File: config.mk
export PLATFORM = sky130hd
export DESIGN_NAME = dtmf_tone_detector
export DESIGN_NICKNAME = d
export VERILOG_FILES = /design/src/rtl/dtmf_pkg.sv /design/src/rtl/dtmf_period_classifier.sv /design/src/rtl/dtmf_tone_detector.sv
export SDC_FILE = /design/constraint.sdc
export NUM_CORES = 1
export LEC_CHECK = 0
export CAP_MARGIN = 10
export CORE_MARGIN = 4
export CORE_UTILIZATION = 50
export DETAILED_ROUTE_END_ITERATION = 8
export GPL_TIMING_DRIVEN = 0
export PLACE_DENSITY_LB_ADDON = 0.1
export SYNTH_ARGS = -nofsm -noshare
export SYNTH_HDL_FRONTEND = slang
export SYNTH_SLANG_ARGS = --single-unit
File: constraint.sdc
create_clock -name inclk -period 7.1 [get_ports inclk]
set_clock_uncertainty 0.1 [all_clocks]
set_input_delay 0.71 -clock inclk [delete_from_list [all_inputs] [get_ports inclk]]
set_output_delay 0.71 -clock inclk [all_outputs]
set_load 0.01 [all_outputs]
File: src/rtl/dtmf_pkg.sv
// Shared constants for the DTMF receive path: clock rate, period width and the
// nominal period (in 1 MHz cycles) of each of the eight DTMF frequencies.
package dtmf_pkg;

  localparam int unsigned DTMF_CLK_HZ = 1_000_000;
  localparam int unsigned PERIOD_W    = 11;
  localparam int unsigned NUM_BINS    = 8;

  typedef logic [2:0] bin_t;

  localparam logic [PERIOD_W-1:0] PERIOD_MAX = '1;

  // Entry k is the nominal period of bin k; rows first, then columns.
  localparam logic [NUM_BINS-1:0][PERIOD_W-1:0] NOMINAL_PERIOD = {
    11'd612, 11'd677, 11'd748, 11'd827, 11'd1063, 11'd1174, 11'd1299, 11'd1435
  };

  localparam bin_t BIN_ROW_697  = 3'd0;
  localparam bin_t BIN_ROW_770  = 3'd1;
  localparam bin_t BIN_ROW_852  = 3'd2;
  localparam bin_t BIN_ROW_941  = 3'd3;
  localparam bin_t BIN_COL_1209 = 3'd4;
  localparam bin_t BIN_COL_1336 = 3'd5;
  localparam bin_t BIN_COL_1477 = 3'd6;
  localparam bin_t BIN_COL_1633 = 3'd7;

endpackage

File: src/rtl/dtmf_period_classifier.sv
// Combinational period-to-bin classifier: a period hits bin k when it lies within
// TOL cycles (inclusive) of nominal period k.
module dtmf_period_classifier
  import dtmf_pkg::*;
#(
  parameter int unsigned TOL = 10
) (
  input  logic [PERIOD_W-1:0] period,
  output logic                hit,
  output bin_t                bin
);

  localparam logic [PERIOD_W-1:0] TOL_W = PERIOD_W'(TOL);

  logic [PERIOD_W-1:0] diff [NUM_BINS];

  // Bins are disjoint for the tolerances in use, so at most one entry matches.
  always_comb begin
    hit = 1'b0;
    bin = '0;
    for (int unsigned k = 0; k < NUM_BINS; k++) begin
      diff[k] = (period >= NOMINAL_PERIOD[k]) ? period - NOMINAL_PERIOD[k]
                                              : NOMINAL_PERIOD[k] - period;
      if (diff[k] <= TOL_W) begin
        hit = 1'b1;
        bin = bin_t'(k);
      end
    end
  end

endmodule

File: src/rtl/dtmf_tone_detector.sv
// Measures the period of a synchronized square wave and locks onto a DTMF bin once
// CONFIRM consecutive periods classify into the same bin.
module dtmf_tone_detector
  import dtmf_pkg::*;
#(
  parameter int unsigned TOL     = 10,
  parameter int unsigned CONFIRM = 4
) (
  input  logic                inclk,
  input  logic                reset_n,
  input  logic                tone_in,
  output logic [2:0]          tone_idx,
  output logic                tone_valid,
  output logic                tone_new,
  output logic [PERIOD_W-1:0] period
);

  localparam logic [1:0] ST_IDLE   = 2'd0;
  localparam logic [1:0] ST_ARMED  = 2'd1;
  localparam logic [1:0] ST_LOCKED = 2'd2;

  localparam logic [3:0] CONFIRM_W = 4'(CONFIRM);

  logic                sync1_q, sync2_q, sync3_q, edge_q;
  logic [PERIOD_W-1:0] cnt_q, cnt_d;
  logic [1:0]          state_q, state_d;
  logic [3:0]          match_q, match_d;
  bin_t                cand_q, cand_d;
  bin_t                idx_d;
  logic                valid_d, new_d;
  logic [PERIOD_W-1:0] period_d;
  logic                hit;
  bin_t                bin;
  logic                cnt_sat;

  dtmf_period_classifier #(
    .TOL(TOL)
  ) u_classifier (
    .period(cnt_q),
    .hit   (hit),
    .bin   (bin)
  );

  assign cnt_sat = (cnt_q == PERIOD_MAX);
  assign cnt_d   = edge_q ? PERIOD_W'(1) : (cnt_sat ? cnt_q : cnt_q + PERIOD_W'(1));

  always_comb begin
    state_d  = state_q;
    match_d  = match_q;
    cand_d   = cand_q;
    idx_d    = tone_idx;
    valid_d  = tone_valid;
    new_d    = 1'b0;
    period_d = period;
    // An edge takes precedence over timeout; a saturated count simply misses.
    if (edge_q) begin
      case (state_q)
        ST_IDLE: begin
          state_d = ST_ARMED;
          match_d = '0;
        end
        ST_ARMED: begin
          period_d = cnt_q;
          if (!hit) begin
            match_d = '0;
          end else if (match_q != '0 && bin == cand_q) begin
            match_d = match_q + 4'd1;
          end else begin
            match_d = 4'd1;
            cand_d  = bin;
          end
          if (hit && match_d == CONFIRM_W) begin
            state_d = ST_LOCKED;
            idx_d   = cand_d;
            valid_d = 1'b1;
            new_d   = 1'b1;
          end
        end
        ST_LOCKED: begin
          period_d = cnt_q;
          if (!(hit && bin == tone_idx)) begin
            state_d = ST_ARMED;
            valid_d = 1'b0;
            match_d = hit ? 4'd1 : 4'd0;
            cand_d  = hit ? bin : cand_q;
          end
        end
        default: state_d = ST_IDLE;
      endcase
    end else if (state_q != ST_IDLE && cnt_sat) begin
      state_d = ST_IDLE;
      valid_d = 1'b0;
      match_d = '0;
    end
  end

  always_ff @(posedge inclk) begin
    if (!reset_n) begin
      sync1_q    <= 1'b0;
      sync2_q    <= 1'b0;
      sync3_q    <= 1'b0;
      edge_q     <= 1'b0;
      cnt_q      <= '0;
      state_q    <= ST_IDLE;
      match_q    <= '0;
      cand_q     <= '0;
      tone_idx   <= '0;
      tone_valid <= 1'b0;
      tone_new   <= 1'b0;
      period     <= '0;
    end else begin
      sync1_q    <= tone_in;
      sync2_q    <= sync1_q;
      sync3_q    <= sync2_q;
      edge_q     <= sync2_q & ~sync3_q;
      cnt_q      <= cnt_d;
      state_q    <= state_d;
      match_q    <= match_d;
      cand_q     <= cand_d;
      tone_idx   <= idx_d;
      tone_valid <= valid_d;
      tone_new   <= new_d;
      period     <= period_d;
    end
  end

endmodule

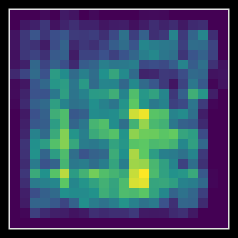
(signal metal coverage by tile)
Scale: 2 px per micron. 22 x 22 tiles, from dark purple (low) to yellow (high), scaled to the fullest tile. Values are wire area over tile area, all layers added.
The densest ninth of the die: centre. The mean over all tiles is 0.30. 17% of the tiles are nearly empty.
vias: 6,001
DR WL/cell: 23.6 microns
WL final: 20.6 mm

==> results.toml <==
# generated from flow reports
[status]
run_status = "completed"

[clocking]
clock_tree.htree_level_count = 2
cts_buffer_depth = 2
post-cts-setup-buffer-count = 0
post_cts.resized_instances = 0

[logic_synthesis]
ys.warnings.count = 0
yosys_most_used_dff = "dfxtp_1"
unique_cell_type_count_in_the_yosys_netlist = 94
syn_area_per_cell_sq_um = 7.17
synthesis.nets = 739
syn_area_sq_um = 5100

[pwr]
powerDensity_nw_per_um2 = 93.0

[worst_setup_path]
cp.required_ns = 7.21
path_delay_family = "AND-OR/OR-AND gates"
cp_slowest_cell = "dfxtp_1"
crit-reg2reg-capture = "tone_idx[1]$_SDFFE_PN0P_"
crit_path_max_fanout = 10

[floorplanning]
tapcell.inserted = 133
core-area_sq_um = 9860
initial_utilization_pct = 51.7
die_area_sq_um = 11900
placement_rows = 36

[final_timing]
grt_setup_unrepaired = "false"
max_slew.worst_pin.slew_ns = 0.742
setup_ws_ns = 1.61

[layout]
clockBufferCount = 5
layout.cells.most_common = "a21oi_1"
layout.buffer.nonclock.area_share_pct = 8.46

[drt]
drc = 0
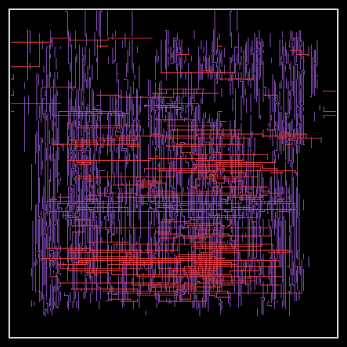
(routed metal, one colour a layer)
Scale: 3 px per micron. Only two layers are drawn.
Key: met3 = red [wire length 2,760 microns]; met2 = purple [wire length 8,560 microns]
GRT Util Overall: 35.0%

==> power breakdown <==
| group | total, uW | switching, uW | internal (uW) |
|---|---|---|---|
| clock | 197 | 91.5 | 106 |
| sequential | 231 | 4.55 | 227 |
| combinational | 88.7 | 60.3 | 28.5 |
| total | 517 | 156 | 361 |
==> worst register-to-register path: stages (launching register included) <==
cell       delay (ns)
dfxtp_1          0.59
clkinv_1         0.44
ha_1             0.35
clkbuf_1         0.28
and4b_1          0.39
a2111oi_1        0.57
nor2_1           0.09
o32ai_1          0.58
nand4_1          0.30
o31a_1           0.20
a2bb2oi_1        0.16
o22ai_1          0.18
o211ai_1         0.23
nor2_1           0.51
a21oi_1          0.15
a311oi_1         0.28
==> registers in the layout, indices dropped and copies added (netlist names) <==
| register | count |
|---|---|
| cand_q | 3 |
| sync3_q | 1 |
| cnt_q | 11 |
| edge_q | 1 |
| sync1_q | 1 |
| match_q | 4 |
| tone_new | 1 |
| sync2_q | 1 |
| state_q | 2 |
| tone_idx | 3 |
| tone_valid | 1 |
| period | 11 |
==> per-layer routing <==
| metal | wire [microns] | share of wire (%) | vias up |
|---|---|---|---|
| li1 | - | - | 2704 |
| met1 | 8410 | 41 | 2788 |
| met2 | 8560 | 42 | 423 |
| met3 | 2760 | 13 | 86 |
| met4 | 817 | 4.0 | 0 |
| met5 | 0 | 0 | - |
==> cell families (layout without fill, tap and decap cells) <==
family | after synthesis | after routing | share of synthesized area (%)
AND-OR/OR-AND | 265 | 265 | 36.6
flip-flops | 40 | 40 | 15.7
buffers and inverters | 85 | 111 | 7.38
adder cells (fa/ha/maj) | 25 | 25 | 6.13
multiplexers | 9 | 9 | 1.86
XOR/XNOR | 35 | 35 | 6.01
AND/OR/NAND/NOR | 252 | 252 | 26.3
No activity file was given, so power comes from the tool's default toggle rates.
